$ cat src/rtl/bob_pkg.sv
// Shared types and constants for the branch ordering buffer sequencing controller.
package bob_pkg;

    localparam int PC_W_DEF     = 64;
    localparam int BHR_W_DEF    = 12;
    localparam int LH_W_DEF     = 10;
    localparam int RAS_W_DEF    = 4;
    localparam int DRAIN_DEF    = 3;
    localparam int DRAIN_CNT_W  = 4;

    localparam logic [PC_W_DEF-1:0] PC_INC = 64'd4;

    typedef enum logic [1:0] {
        ST_IDLE    = 2'd0,
        ST_RECOVER = 2'd1,
        ST_DRAIN   = 2'd2
    } state_e;

    // Head-of-BOB checkpoint captured on a mispredict and replayed during recovery.
    typedef struct packed {
        logic [PC_W_DEF-1:0]  pc;
        logic [BHR_W_DEF-1:0] bhr;
        logic [LH_W_DEF-1:0]  lochist;
        logic [RAS_W_DEF-1:0] rasptr;
        logic                 ch_we;
        logic                 ch_dir;
    } ckpt_t;

endpackage

$ cat src/rtl/bob_ctrl.sv
// BOB sequencing controller: write/read arbitration, predictor update pulses and
// mispredict recovery (redirect, restore, flush, then a fixed fetch-hold window).
module bob_ctrl
    import bob_pkg::*;
#(
    parameter int PC_W         = PC_W_DEF,
    parameter int BHR_W        = BHR_W_DEF,
    parameter int LH_W         = LH_W_DEF,
    parameter int RAS_W        = RAS_W_DEF,
    parameter int DRAIN_CYCLES = DRAIN_DEF
) (
    input  logic             clock,
    input  logic             reset_n,
    input  logic             fetch_br_i,
    input  logic             bob_stall_i,
    input  logic             bob_valid_i,
    input  logic [PC_W-1:0]  bob_pc_i,
    input  logic             bob_brdir_i,
    input  logic             bob_ch_we_i,
    input  logic             bob_ch_dir_i,
    input  logic [LH_W-1:0]  bob_lochist_i,
    input  logic [BHR_W-1:0] bob_bhr_i,
    input  logic [RAS_W-1:0] bob_rasptr_i,
    input  logic             ex_res_valid_i,
    input  logic             ex_res_taken_i,
    input  logic [PC_W-1:0]  ex_res_target_i,
    output logic             bob_we_o,
    output logic             bob_re_o,
    output logic             bob_flush_o,
    output logic             ex_res_ready_o,
    output logic             fetch_stall_o,
    output logic             pipe_flush_o,
    output logic             redirect_valid_o,
    output logic [PC_W-1:0]  redirect_pc_o,
    output logic             restore_valid_o,
    output logic [BHR_W-1:0] restore_bhr_o,
    output logic [LH_W-1:0]  restore_lochist_o,
    output logic [RAS_W-1:0] restore_rasptr_o,
    output logic             pht_upd_valid_o,
    output logic [PC_W-1:0]  pht_upd_pc_o,
    output logic             pht_upd_taken_o,
    output logic             choice_upd_valid_o,
    output logic             choice_upd_dir_o,
    output logic             err_underflow_o
);

    localparam logic [DRAIN_CNT_W-1:0] DRAIN_LD = DRAIN_CNT_W'(DRAIN_CYCLES);

    state_e                 state_q, state_d;
    logic [DRAIN_CNT_W-1:0] drain_q, drain_d;
    ckpt_t                  ckpt_q, ckpt_d;
    logic                   taken_q, taken_d;
    logic [PC_W-1:0]        target_q, target_d;
    logic                   pht_v_q, pht_v_d;
    logic [PC_W-1:0]        pht_pc_q, pht_pc_d;
    logic                   pht_taken_q, pht_taken_d;
    logic                   ch_v_q, ch_v_d;
    logic                   ch_dir_q, ch_dir_d;
    logic                   err_q, err_d;

    // Handshake terms are qualified by reset so nothing leaks out while reset is held.
    logic fetch_s;
    logic res_s;
    logic accept_s;
    assign fetch_s  = fetch_br_i & reset_n;
    assign res_s    = ex_res_valid_i & reset_n;
    assign accept_s = res_s & bob_valid_i;

    // State, checkpoint and pulse registers.
    always_ff @(posedge clock or negedge reset_n) begin
        if (!reset_n) begin
            state_q     <= ST_IDLE;
            drain_q     <= '0;
            ckpt_q      <= '0;
            taken_q     <= 1'b0;
            target_q    <= '0;
            pht_v_q     <= 1'b0;
            pht_pc_q    <= '0;
            pht_taken_q <= 1'b0;
            ch_v_q      <= 1'b0;
            ch_dir_q    <= 1'b0;
            err_q       <= 1'b0;
        end else begin
            state_q     <= state_d;
            drain_q     <= drain_d;
            ckpt_q      <= ckpt_d;
            taken_q     <= taken_d;
            target_q    <= target_d;
            pht_v_q     <= pht_v_d;
            pht_pc_q    <= pht_pc_d;
            pht_taken_q <= pht_taken_d;
            ch_v_q      <= ch_v_d;
            ch_dir_q    <= ch_dir_d;
            err_q       <= err_d;
        end
    end

    // Next-state and output decode.
    always_comb begin
        state_d            = state_q;
        drain_d            = drain_q;
        ckpt_d             = ckpt_q;
        taken_d            = taken_q;
        target_d           = target_q;
        pht_v_d            = 1'b0;
        pht_pc_d           = '0;
        pht_taken_d        = 1'b0;
        ch_v_d             = 1'b0;
        ch_dir_d           = 1'b0;
        err_d              = err_q;

        bob_we_o           = 1'b0;
        bob_re_o           = 1'b0;
        bob_flush_o        = 1'b0;
        ex_res_ready_o     = 1'b0;
        fetch_stall_o      = 1'b0;
        pipe_flush_o       = 1'b0;
        redirect_valid_o   = 1'b0;
        redirect_pc_o      = '0;
        restore_valid_o    = 1'b0;
        restore_bhr_o      = '0;
        restore_lochist_o  = '0;
        restore_rasptr_o   = '0;
        pht_upd_valid_o    = 1'b0;
        pht_upd_pc_o       = '0;
        pht_upd_taken_o    = 1'b0;
        choice_upd_valid_o = 1'b0;
        choice_upd_dir_o   = 1'b0;

        case (state_q)
            ST_IDLE: begin
                ex_res_ready_o     = accept_s;
                bob_re_o           = accept_s;
                bob_we_o           = fetch_s & ~bob_stall_i & ~accept_s;
                fetch_stall_o      = fetch_s & (bob_stall_i | accept_s);
                pht_upd_valid_o    = pht_v_q;
                pht_upd_pc_o       = pht_pc_q;
                pht_upd_taken_o    = pht_taken_q;
                choice_upd_valid_o = ch_v_q;
                choice_upd_dir_o   = ch_dir_q;
                if (accept_s) begin
                    if (ex_res_taken_i == bob_brdir_i) begin
                        pht_v_d     = 1'b1;
                        pht_pc_d    = bob_pc_i;
                        pht_taken_d = ex_res_taken_i;
                        ch_v_d      = bob_ch_we_i;
                        ch_dir_d    = bob_ch_dir_i;
                    end else begin
                        ckpt_d.pc      = bob_pc_i;
                        ckpt_d.bhr     = bob_bhr_i;
                        ckpt_d.lochist = bob_lochist_i;
                        ckpt_d.rasptr  = bob_rasptr_i;
                        ckpt_d.ch_we   = bob_ch_we_i;
                        ckpt_d.ch_dir  = bob_ch_dir_i;
                        taken_d        = ex_res_taken_i;
                        target_d       = ex_res_target_i;
                        state_d        = ST_RECOVER;
                    end
                end else begin
                    state_d = ST_IDLE;
                end
                if (res_s && !bob_valid_i) begin
                    err_d = 1'b1;
                end else begin
                    err_d = err_q;
                end
            end
            ST_RECOVER: begin
                fetch_stall_o      = 1'b1;
                redirect_valid_o   = 1'b1;
                restore_valid_o    = 1'b1;
                pipe_flush_o       = 1'b1;
                bob_flush_o        = 1'b1;
                redirect_pc_o      = taken_q ? target_q : (ckpt_q.pc + PC_INC);
                restore_bhr_o      = {ckpt_q.bhr[BHR_W-2:0], taken_q};
                restore_lochist_o  = {ckpt_q.lochist[LH_W-2:0], taken_q};
                restore_rasptr_o   = ckpt_q.rasptr;
                pht_upd_valid_o    = 1'b1;
                pht_upd_pc_o       = ckpt_q.pc;
                pht_upd_taken_o    = taken_q;
                choice_upd_valid_o = ckpt_q.ch_we;
                choice_upd_dir_o   = ckpt_q.ch_dir;
                drain_d            = DRAIN_LD;
                state_d            = ST_DRAIN;
            end
            ST_DRAIN: begin
                fetch_stall_o = 1'b1;
                if (drain_q <= 4'd1) begin
                    drain_d = 4'd0;
                    state_d = ST_IDLE;
                end else begin
                    drain_d = drain_q - 4'd1;
                    state_d = ST_DRAIN;
                end
            end
            default: begin
                drain_d = 4'd0;
                state_d = ST_IDLE;
            end
        endcase
    end

    assign err_underflow_o = err_q;

endmodule

$ cat config.mk
export PLATFORM = sky130hd
export DESIGN_NAME = bob_ctrl
export DESIGN_NICKNAME = d
export VERILOG_FILES = /design/src/rtl/bob_pkg.sv /design/src/rtl/bob_ctrl.sv
export SDC_FILE = /design/constraint.sdc
export NUM_CORES = 1
export LEC_CHECK = 0
export CAP_MARGIN = 40
export CORE_MARGIN = 5
export CORE_UTILIZATION = 49
export CTS_BUF_LIST = sky130_fd_sc_hd__clkbuf_16
export CTS_CLUSTER_DIAMETER = 120
export DETAILED_ROUTE_END_ITERATION = 6
export PLACE_DENSITY = 0.81
export SLEW_MARGIN = 20
export SYNTH_ARGS = -nofsm -noshare
export SYNTH_HDL_FRONTEND = slang
export SYNTH_SLANG_ARGS = --single-unit
$ cat constraint.sdc
create_clock -name clock -period 4.4 [get_ports clock]
set_clock_uncertainty 0.2 [all_clocks]
set_input_delay 1.1 -clock clock [delete_from_list [all_inputs] [get_ports clock]]
set_output_delay 1.1 -clock clock [all_outputs]
set_load 0.02 [all_outputs]
==> flow_metrics.env, run 1 <==
# flow metrics
export IMPL_worst_endpoint_arrival_ns=3.06
export IMPL_detailedRoute_firstIterationViolations=734
export IMPL_number_of_buffers_outside_the_clock_class_in_the_layout=419
export IMPL_multi_input_logic_area_mm2=0.005664
export IMPL_post_synthesis_share_of_cell_area_spent_on_full_adders_half_adders_and_majority_gates_pct=0.8562
export IMPL_synth_top_flop_cell="sky130_fd_sc_hd__dfrtp_1"
export IMPL_synth_area_leader_cell="sky130_fd_sc_hd__dfrtp_1"
export IMPL_power_leakage_nw=7.329
export IMPL_num_clock_buffers=25
export IMPL_cp_required_ns=3.10
export IMPL_report_power_total_w=0.006599
export IMPL_hold_buffers=0
export IMPL_timing_reg2reg_setup_slack_ns=1.73
export IMPL_worstPathMaxFanout=7
export IMPL_flop_count=230
export IMPL_status="complete, no violations"
export IMPL_drtPass1Iterations=5
export IMPL_worst_setup_path_type="reg -> out"
export IMPL_globalRoute_totalOverflow=0
export IMPL_area_leaders="sky130_fd_sc_hd__dfrtp_1 (49%), sky130_fd_sc_hd__mux2_2 (15%), sky130_fd_sc_hd__and2_1 (5.1%), sky130_fd_sc_hd__a22o_1 (4.5%), sky130_fd_sc_hd__o21ai_0 (2.5%)"
export IMPL_die_height_um=164.5
export IMPL_aoi_share_pct=11.58
export IMPL_clkCellAreaFrac_pct=4.519
export IMPL_tool_warnings=34
export IMPL_nonClockInverterCount=14
export IMPL_pin_count_of_the_biggest_net_entering_global_routing=71
export IMPL_root_buffer="sky130_fd_sc_hd__clkbuf_16"
export IMPL_post_route_period_util_pct=99.05
export IMPL_max_cap_violations=0
export IMPL_cts_num_sinks=230
export IMPL_fraction_of_synthesized_area_in_multiplexers_pct=16.15
export IMPL_grt_antenna_before_repair=2
export IMPL_grt_pass1_vias=10394
export IMPL_critical_path_endpoint="redirect_pc_o[53]"
export IMPL_global_route_wire_length_before_repair_um=58440
export IMPL_cts_max_path_buffers=3
export IMPL_most_common_cell="sky130_fd_sc_hd__dfrtp_1"
export IMPL_avgSynthCellArea_um2=10.97
export IMPL_share_of_flip_flops_with_an_asynchronous_set_or_reset_pct=100.0
export IMPL_ys_area_mm2=0.01169
export IMPL_final_antenna_net_count=0
export IMPL_synth_simple_gate_area_share_pct=16.19
export IMPL_tightest_slew_ns=0.7715
export IMPL_mappedNetlistArea_mm2=0.01169
export IMPL_number_of_nets_in_the_layout=1594
export IMPL_synthCells=1066
export IMPL_finalHoldViolations=0
export IMPL_timing_critical_path_from="ckpt_q[70]"
export IMPL_pwr_density_cell_mw_per_mm2=394.6
export IMPL_start_kind="flop"
export IMPL_fmax_ghz=0.2295
export IMPL_timing_max_transition_violations_final=0
export IMPL_critPathCaptureType="output pin"
export IMPL_fp_dieW_um=164.5
export IMPL_yosys_top_cells_count="sky130_fd_sc_hd__dfrtp_1 (230), sky130_fd_sc_hd__mux2_2 (157), sky130_fd_sc_hd__and2_1 (95)"
export IMPL_timing_critical_path_cells="nand4_1 -> or4_1 -> or4_4 -> nor3b_2 -> a211oi_2 -> dlygate4sd2_1"
export IMPL_timing_reg2reg_worst_path_depth=7
export IMPL_comb_area_share_pct=33.87
export IMPL_area_fraction_in_xor_and_xnor_cells_pct=2.322
export IMPL_synth_edff_count=0
export IMPL_chip_area_mm2=0.02705
export IMPL_number_of_remaining_drc_errors=0
export IMPL_setup_violations=0
export IMPL_timing_max_slew_rel_slack_pct=48.45
export IMPL_synth_flops=230
export IMPL_fp_nets=1238
export IMPL_synth_top_cell_area_share_pct=49.23
export IMPL_floorplan_core_util_pct=49.81
export IMPL_r2r_end="ckpt_q[12]"
export IMPL_tritoncts="yes"
export IMPL_grt_setup_unrepaired="yes"
-- run 1: layer usage --
layer / global-route usage, % / vias up / wire (um)
met5: 0 / - / 25
met4: 8.091 / 4 / 1167
met3: 7.337 / 83 / 3517
met2: 46.44 / 474 / 18830
met1: 34.65 / 5003 / 14460
li1: - / 4584 / -
-- run 1: through the flow --
step                      hold WS [ns]  setup WS (ns)  setup TNS, ns  cells
after floorplan                 0.2663         0.4252              0   1066
after global placement          0.2612        0.05860              0   1689
after detailed placement        0.2792         0.1090              0   1692
after CTS                       0.1632        -0.1041        -0.2174   1742
after global routing            0.1692       -0.02230       -0.04245   1760
final                           0.1852        0.04186              0   1760
-- run 1: critical path, delay by kind of cell (launching register included) --
family                 cells  cell delay, ns
flip-flops                 1            0.46
AND-OR/OR-AND              1            0.07
AND/OR/NAND/NOR            4            1.67
buffers and inverters      1            0.33
-- run 1: power by group --
| part | leakage, nW | switching, W | internal, W | total [W] |
|---|---|---|---|---|
| sequential | 2.89 | 0.000359 | 0.00255 | 0.00291 |
| clock | 0.389 | 0.000864 | 0.00109 | 0.00196 |
| combinational | 4.05 | 0.000844 | 0.000888 | 0.00173 |
| total | 7.33 | 0.00207 | 0.00453 | 0.00660 |
-- run 1: state kept, by name, summed over array words and instances, names as in the netlist --
name / cells
ckpt_q: 90
pht_pc_q: 64
target_q: 64
drain_q: 4
state_q: 2
ch_dir_q: 1
ch_v_q: 1
err_underflow_o: 1
pht_taken_q: 1
pht_v_q: 1
taken_q: 1
-- run 1: cell usage in the layout (no fill, tap or decap), types with 8 or more instances in the layout --
master | synthesis | final
sky130_fd_sc_hd__o31ai_1 | 9 | 9
sky130_fd_sc_hd__mux2_2 | 157 | 157
sky130_fd_sc_hd__a31oi_1 | 13 | 13
sky130_fd_sc_hd__nand2_1 | 42 | 41
sky130_fd_sc_hd__or4_1 | 12 | 10
sky130_fd_sc_hd__buf_12 | 0 | 9
sky130_fd_sc_hd__xor2_1 | 20 | 20
sky130_fd_sc_hd__dfrtp_1 | 230 | 226
sky130_fd_sc_hd__xnor2_1 | 11 | 10
sky130_fd_sc_hd__and3_1 | 8 | 8
sky130_fd_sc_hd__inv_1 | 14 | 17
sky130_fd_sc_hd__a21oi_1 | 18 | 18
sky130_fd_sc_hd__dlymetal6s2s_1 | 0 | 9
sky130_fd_sc_hd__clkbuf_16 | 0 | 25
sky130_fd_sc_hd__buf_4 | 5 | 79
sky130_fd_sc_hd__o21ai_0 | 59 | 59
sky130_fd_sc_hd__nor3_1 | 18 | 16
sky130_fd_sc_hd__nor2_1 | 44 | 41
sky130_fd_sc_hd__nor4_1 | 12 | 9
sky130_fd_sc_hd__a22o_1 | 60 | 60
sky130_fd_sc_hd__nand4_1 | 31 | 31
sky130_fd_sc_hd__nand3_1 | 30 | 29
sky130_fd_sc_hd__and2_1 | 95 | 95
sky130_fd_sc_hd__mux2i_1 | 12 | 12
sky130_fd_sc_hd__clkdlybuf4s50_1 | 0 | 288
sky130_fd_sc_hd__dlygate4sd2_1 | 0 | 20
==> run_1/placed.png <==
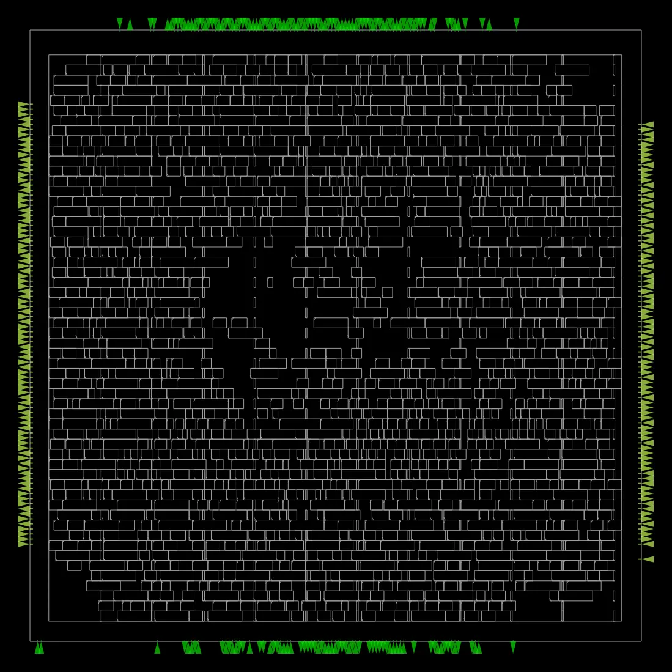
number of core rows: 56
filler-free cell count of the finished design: 1760

==> run_1/pinout.png <==
Pins as bars across the die edge, other pins in gray.
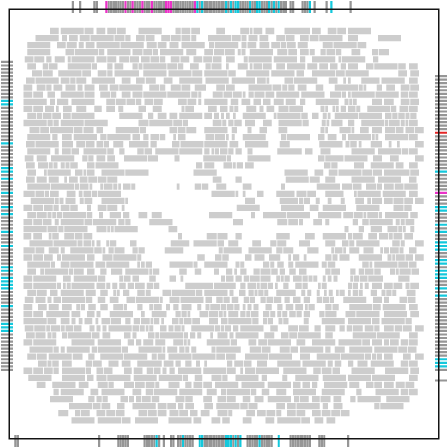
[`fetch_br_i`] red | pins: 1 | direction: input | edge: right
[`restore_lochist_o`] magenta | pins: 10 | direction: output | edge: 9 top, 1 right
[`redirect_pc_o`] cyan | pins: 64 | direction: output | edge: 21 left, 18 right, 14 top, 11 bottom
all pins by edge: 90 top, 88 left, 85 right, 68 bottom

==> run_1/class_map.png <==
Fill, decap, tap and diode cells in gray.
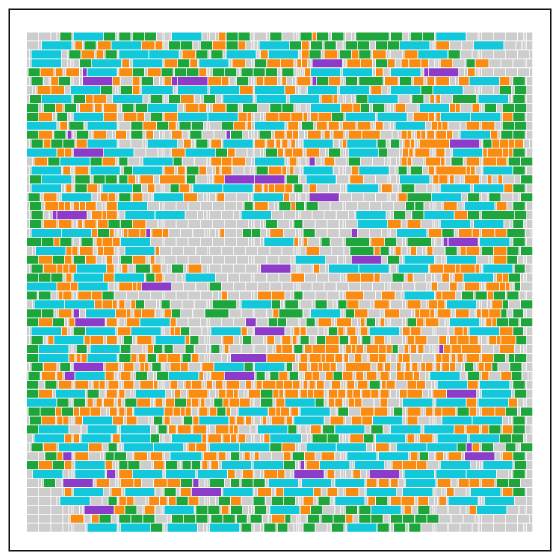
[clock drivers and dummy loads] purple | cells: 46 | share of their area: 4.6%
[remaining logic cells] orange | cells: 746 | share of their area: 35%
[remaining buffers and delay cells] green | cells: 419 | share of their area: 25%
[registers] cyan | cells: 230 | share of their area: 35%
final std cell area, no fill: 0.01672 mm2
final standard cell utilization of the core: 71.24%
core region area: 0.02347 mm2
share of the final layout cell area in sequential cells: 34.45%

==> run_1/layers.png <==
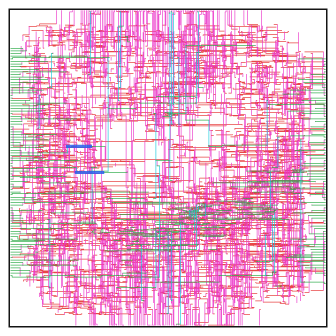
[M5] blue | wire length: 25.8 um
[M1] red | wire length: 14500 um
[M4] cyan | wire length: 1170 um
[M2] magenta | wire length: 18800 um
[M3] green | wire length: 3520 um
vias after detailed routing: 10148
total wire length after detailed routing: 38000 um
detailed-route wire length per cell: 21.59 um
overall fraction of global-route tracks in use: 27.42%

--- run 2 (diff from run 1) ---
--- a/config.mk
+++ b/config.mk
@@ -11,6 +11,7 @@
 export CTS_BUF_LIST = sky130_fd_sc_hd__clkbuf_16
 export CTS_CLUSTER_DIAMETER = 120
 export DETAILED_ROUTE_END_ITERATION = 6
+export MAX_ROUTING_LAYER = met4
 export PLACE_DENSITY = 0.81
 export SLEW_MARGIN = 20
 export SYNTH_ARGS = -nofsm -noshare
==> run_2/layers.png <==
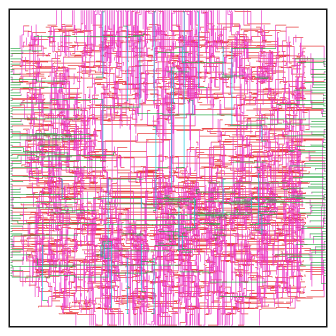
[M2] magenta | wire length: 19800 um
[M1] red | wire length: 15100 um
[M4] cyan | wire length: 832 um
[M3] green | wire length: 3080 um

==> run 2 against run 1 <==
Net effect: power up 5.2%; clock power up 16%; sequential power about the same; critical path type unchanged; critical endpoint is now redirect_pc_o[21].
==> flow_metrics.env, run 2 <==
# flow metrics
export IMPL_setup_violations=0
export IMPL_fin_tns_setup_ns=0
export IMPL_r2r_end="ckpt_q[18]"
export IMPL_detailedRoute_firstIterationViolations=709
export IMPL_cp_required_ns=3.10
export IMPL_floorplan_core_util_pct=49.81
export IMPL_final_antenna_net_count=0
export IMPL_timing_reg2reg_worst_path_depth=7
export IMPL_tightest_slew_ns=0.7181
export IMPL_yosys_top_cells_count="sky130_fd_sc_hd__dfrtp_1 (230), sky130_fd_sc_hd__mux2_2 (157), sky130_fd_sc_hd__and2_1 (95)"
export IMPL_grt_antenna_before_repair=4
export IMPL_drtPass1Iterations=5
export IMPL_timing_reg2reg_setup_slack_ns=1.66
export IMPL_timing_critical_path_from="ckpt_q[30]"
export IMPL_registers_top_by_ff_count="ckpt_q"
export IMPL_totalWireLength_um=38820
export IMPL_number_of_remaining_drc_errors=0
export IMPL_timing_max_transition_violations_final=0
export IMPL_status="complete, no violations"
export IMPL_chip_area_mm2=0.02705
export IMPL_cts_max_path_buffers=3
export IMPL_critPathCaptureType="output pin"
export IMPL_route_vias_total=10191
export IMPL_cts_num_sinks=230
export IMPL_top_regs="ckpt_q x90, pht_pc_q x64, target_q x64"
export IMPL_grt_setup_unrepaired="yes"
export IMPL_synth_flops=230
export IMPL_power_leakage_nw=7.391
export IMPL_global_route_wire_length_before_repair_um=59030
export IMPL_grt_pass1_vias=10438
export IMPL_worst_setup_path_type="reg -> out"
export IMPL_final_cell_mix="sky130_fd_sc_hd__clkdlybuf4s50_1 (283), sky130_fd_sc_hd__dfrtp_1 (225), sky130_fd_sc_hd__mux2_2 (157)"
export IMPL_synthCells=1066
export IMPL_synth_top_cell_area_share_pct=49.23
export IMPL_ys_area_mm2=0.01169
export IMPL_pin_count_of_the_biggest_net_entering_global_routing=84
export IMPL_fp_dieW_um=164.5
export IMPL_tritoncts="yes"
export IMPL_fp_nets=1238
export IMPL_timing_critical_path_cells="buf_4 -> nand4_1 -> buf_4 -> buf_4 -> nor4_1 -> buf_4 -> nand4_1 -> xor2_1 -> a21oi_1 -> clkdlybuf4s50_1"
export IMPL_grt_total_usage_pct=28.56
==> run_2/class_map.png <==
Fill, decap, tap and diode cells in gray.
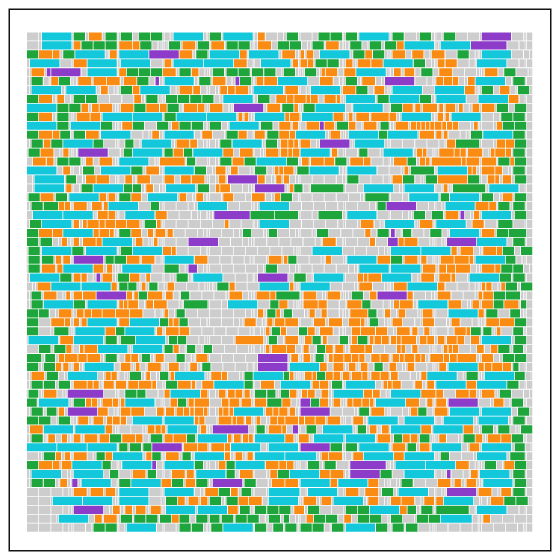
[remaining buffers and delay cells] green | cells: 417 | share of their area: 25%
[registers] cyan | cells: 230 | share of their area: 35%
[remaining logic cells] orange | cells: 745 | share of their area: 35%
[clock drivers and dummy loads] purple | cells: 46 | share of their area: 5.4%

## run 2: cell counts after synthesis
No cell type changed its count.
## run 2: kinds of logic after synthesis
kind of cell	share of synthesized area, %
and+or+nand+nor	16.19
DFF	49.23
AOI/OAI and AO/OA	11.58
muxes	16.15
buffers and inverters	3.671
xor gates and xnor gates	2.322
adders and majority gates	0.8562
## run 2: worst max-delay path by stage
| stage | to | cells past startpoint |
|---|---|---|
| after floorplan | redirect_pc_o[60] | 7 |
| after global placement | redirect_pc_o[60] | 7 |
| after detailed placement | redirect_pc_o[60] | 8 |
| after CTS | redirect_pc_o[60] | 8 |
| after global routing | redirect_pc_o[56] | 9 |
| final | redirect_pc_o[21] | 10 |
## run 2: power by group
part / total (W) / internal (W) / switching, W
Combinational: 0.00174 / 0.000893 / 0.000852
Clock: 0.00228 / 0.00140 / 0.000887
Sequential: 0.00291 / 0.00255 / 0.000361
## run 2: layout make-up
cell class | count | area [um2] | area share, %
diodes | 5 | 12.51 | 0.07420
clock buffers | 27 | 675.6 | 4.007
clock inverters | 19 | 219.0 | 1.299
inverters | 14 | 52.55 | 0.3116
multi-input cells | 731 | 5663 | 33.58
flip-flops and latches | 230 | 5762 | 34.17
well taps | 319 | 399.1 | 2.367
repair buffers | 417 | 4079 | 24.19
## run 2: repair_timing
item	4_1_cts	5_1_grt
cloned	0	0
buffers inserted	6	13
resized	60	34
pin swaps	3	6
setup endpoints to repair	40	30
## run 2: through the flow
step	setup slack [ns]	instance area [um2]	util [%]	instances	hold slack (ns)
after detailed placement	0.03254	15700	66.90	1691	0.2625
after floorplan	0.4252	11690	-	1066	0.2663
after CTS	-0.01826	16670	71.02	1743	0.1625
final	0.05493	16860	71.84	1762	0.1840
after global routing	-0.03422	16860	71.83	1761	0.1706
after global placement	0.03311	15650	66.67	1689	0.2623
## run 2: metal layers
layer	global-route usage [%]	up-vias	part of all wire [%]
met5	-	-	0
met4	6.276	0	2.1
met3	6.738	70	7.9
met2	48.73	417	51
met1	34.86	5135	39
li1	-	4569	-
## run 2: worst max-delay path, delay by kind of cell (launching register included)
kind	cells	cell delay (ns)
AOI/OAI and AO/OA	1	0.15
and+or+nand+nor	3	0.53
DFF	1	0.35
buffers and inverters	5	1.31
xor gates and xnor gates	1	0.18
--- run 3 (diff from run 2) ---
--- a/config.mk
+++ b/config.mk
@@ -5,7 +5,6 @@
 export SDC_FILE = /design/constraint.sdc
 export NUM_CORES = 1
 export LEC_CHECK = 0
-export CAP_MARGIN = 40
 export CORE_MARGIN = 5
 export CORE_UTILIZATION = 49
 export CTS_BUF_LIST = sky130_fd_sc_hd__clkbuf_16
==> run_3/pinout.png <==
Pins as bars across the die edge, other pins in gray.
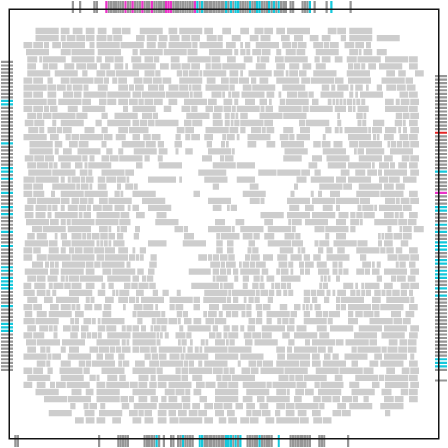
[`redirect_pc_o`] cyan | pins: 64 | direction: output | edge: 21 left, 18 right, 14 top, 11 bottom
[`fetch_br_i`] red | pins: 1 | direction: input | edge: right
[`restore_lochist_o`] magenta | pins: 10 | direction: output | edge: 9 top, 1 right
all pins by edge: 90 top, 88 left, 85 right, 68 bottom
die extent in x: 164.5 um
count of buffers from port buffering: 328
Die Ht: 164.5 um

==> run 3 against run 2 <==
Net effect: via count down 1.5%; critical path type unchanged; worst setup slack hardly changed; first-iteration DRC count is 11% lower; sequential share of layout area grew 0.36 points; register-to-register slack better by 0.03 ns; sequential power hardly changed; routed wire length decreased by 2.4%; combinational power barely moved; maximum frequency about the same; design area fell by 1.1%.
==> flow_metrics.env, run 3 <==
# flow metrics
export IMPL_status="complete, no violations"
export IMPL_post_layout_nonfiller_instances=1750
export IMPL_top_regs="ckpt_q x90, pht_pc_q x64, target_q x64"
export IMPL_registers_top_by_ff_count="ckpt_q"
export IMPL_cts_max_path_buffers=3
export IMPL_detailedRoute_firstIterationViolations=631
export IMPL_timing_critical_path_cells="ha_2 -> nand4_1 -> buf_4 -> nor3_2 -> nand4_1 -> buf_4 -> o21a_1 -> o311a_1 -> dlygate4sd2_1"
export IMPL_grt_setup_unrepaired="yes"
export IMPL_drtPass1Iterations=5
export IMPL_power_leakage_nw=7.343
export IMPL_worst_setup_path_type="reg -> out"
export IMPL_timing_reg2reg_setup_slack_ns=1.69
export IMPL_pin_count_of_the_biggest_net_entering_global_routing=84
export IMPL_place_hpwl_um=26830
export IMPL_netSwitchingFraction_pct=30.44
export IMPL_cell_family_with_the_largest_share_of_critical_path_delay="buffers and inverters"
export IMPL_fp_nets=1238
export IMPL_route_vias_total=10034
export IMPL_synth_flops=230
export IMPL_cp_buffers_inverters=3
export IMPL_critPathCaptureType="output pin"
export IMPL_setup_violations=0
export IMPL_cp_required_ns=3.10
export IMPL_final_cell_mix="sky130_fd_sc_hd__clkdlybuf4s50_1 (283), sky130_fd_sc_hd__dfrtp_1 (230), sky130_fd_sc_hd__mux2_2 (157)"
export IMPL_synthCells=1066
export IMPL_timing_max_transition_violations_final=0
export IMPL_ys_area_mm2=0.01169
export IMPL_global_route_wire_length_before_repair_um=58150
export IMPL_tritoncts="yes"
export IMPL_grt_pass1_vias=10414
export IMPL_power_share_combinational_pct=25.4
export IMPL_totalWireLength_um=37900
export IMPL_placedCellCount=1689
export IMPL_final_antenna_net_count=0
export IMPL_synth_top_cell_area_share_pct=49.23
export IMPL_p_switching_w=0.002055
export IMPL_cts_num_sinks=230
export IMPL_yosys_top_cells_count="sky130_fd_sc_hd__dfrtp_1 (230), sky130_fd_sc_hd__mux2_2 (157), sky130_fd_sc_hd__and2_1 (95)"
export IMPL_clockPowerShare_pct=31.5
export IMPL_p_int_w=0.004697
==> run_3/layers.png <==
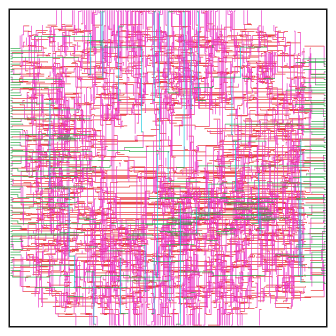
[M4] cyan | wire length: 1100 um
[M1] red | wire length: 15200 um
[M2] magenta | wire length: 18700 um
[M3] green | wire length: 2900 um

## run 3: final timing paths
kind / startpoint / to / cells after the start
max in group asynchronous: reset_n / ckpt_q[51] / 3
worst max register to register: state_q[0] / ckpt_q[18] / 7
min in group clock: err_underflow_o / err_underflow_o / 1
worst min-delay path: reset_n / err_underflow_o / 1
worst min register to register: err_underflow_o / err_underflow_o / 1
worst max-delay path: ckpt_q[30] / redirect_pc_o[62] / 9
## run 3: stage by stage
step | util [%] | worst slack (ns) | hold WS [ns] | cell area (um2)
3_3_place_gp | 66.67 | 0.03311 | 0.2623 | 15650
2_1_floorplan | - | 0.4252 | 0.2663 | 11690
4_1_cts | 70.50 | -0.004866 | 0.1739 | 16550
3_5_place_dp | 66.67 | -0.01164 | 0.2625 | 15650
6_report | 71.02 | 0.05489 | 0.1971 | 16670
5_1_grt | 71.01 | -0.07556 | 0.1790 | 16670
## run 3: per-layer routing
metal / wire (um) / vias to the layer above / global-route usage [%] / share of wire (%)
met4: 1097 / 0 / 7.448 / 2.9
li1: - / 4557 / - / -
met3: 2898 / 65 / 6.439 / 7.6
met2: 18750 / 395 / 47.10 / 49
met5: 0 / - / - / 0
met1: 15160 / 5017 / 34.49 / 40
## run 3: cells by family (layout without fill, tap and decap cells)
family                     Yosys count  count (layout)  share of synthesized area [%]
other                                0               7                              0
xor gates and xnor gates            31              31                          2.322
buffers and inverters              105             463                          3.671
AOI/OAI and AO/OA                  193             193                          11.58
DFF                                230             230                          49.23
muxes                              169             169                          16.15
adders and majority gates            8               8                         0.8562
and+or+nand+nor                    330             330                          16.19
## run 3: final cells by class
class	instances	area [um2]
Sequential cell	230	5756
Clock inverter	18	155.1
Multi-Input combinational cell	731	5680
Fill cell	1712	6803
Tap cell	319	399.1
Antenna cell	7	17.52
Timing Repair Buffer	404	3934
Clock buffer	27	675.6
Inverter	14	52.55
## run 3: what timing repair did
action | 4_1_cts | 5_1_grt
setup endpoints to repair | 39 | 28
pin swaps | 2 | 5
resized | 60 | 37
buffers inserted | 4 | 5
## run 3: worst register-to-register path, cell delays in order (launching register included)
cell and delay, ns:
sky130_fd_sc_hd__dfrtp_1 0.45, sky130_fd_sc_hd__inv_1 0.17, sky130_fd_sc_hd__ha_4 0.40, sky130_fd_sc_hd__nand4_1 0.28
sky130_fd_sc_hd__inv_1 0.23, sky130_fd_sc_hd__nand2_4 0.19, sky130_fd_sc_hd__buf_4 0.33, sky130_fd_sc_hd__mux2_2 0.35
## run 3: power by group through the flow
stage | sequential (W) | combinational (W) | clock (W)
global route | 0.00296 | 0.00186 | 0.00227
CTS | 0.00290 | 0.00172 | 0.00217
detailed placement | 0.00294 | 0.00170 | 0
finish | 0.00291 | 0.00172 | 0.00213
floorplan | 0.00282 | 0.000996 | 0
global placement | 0.00290 | 0.00165 | 0
Power is estimated from default activity; no workload was simulated.
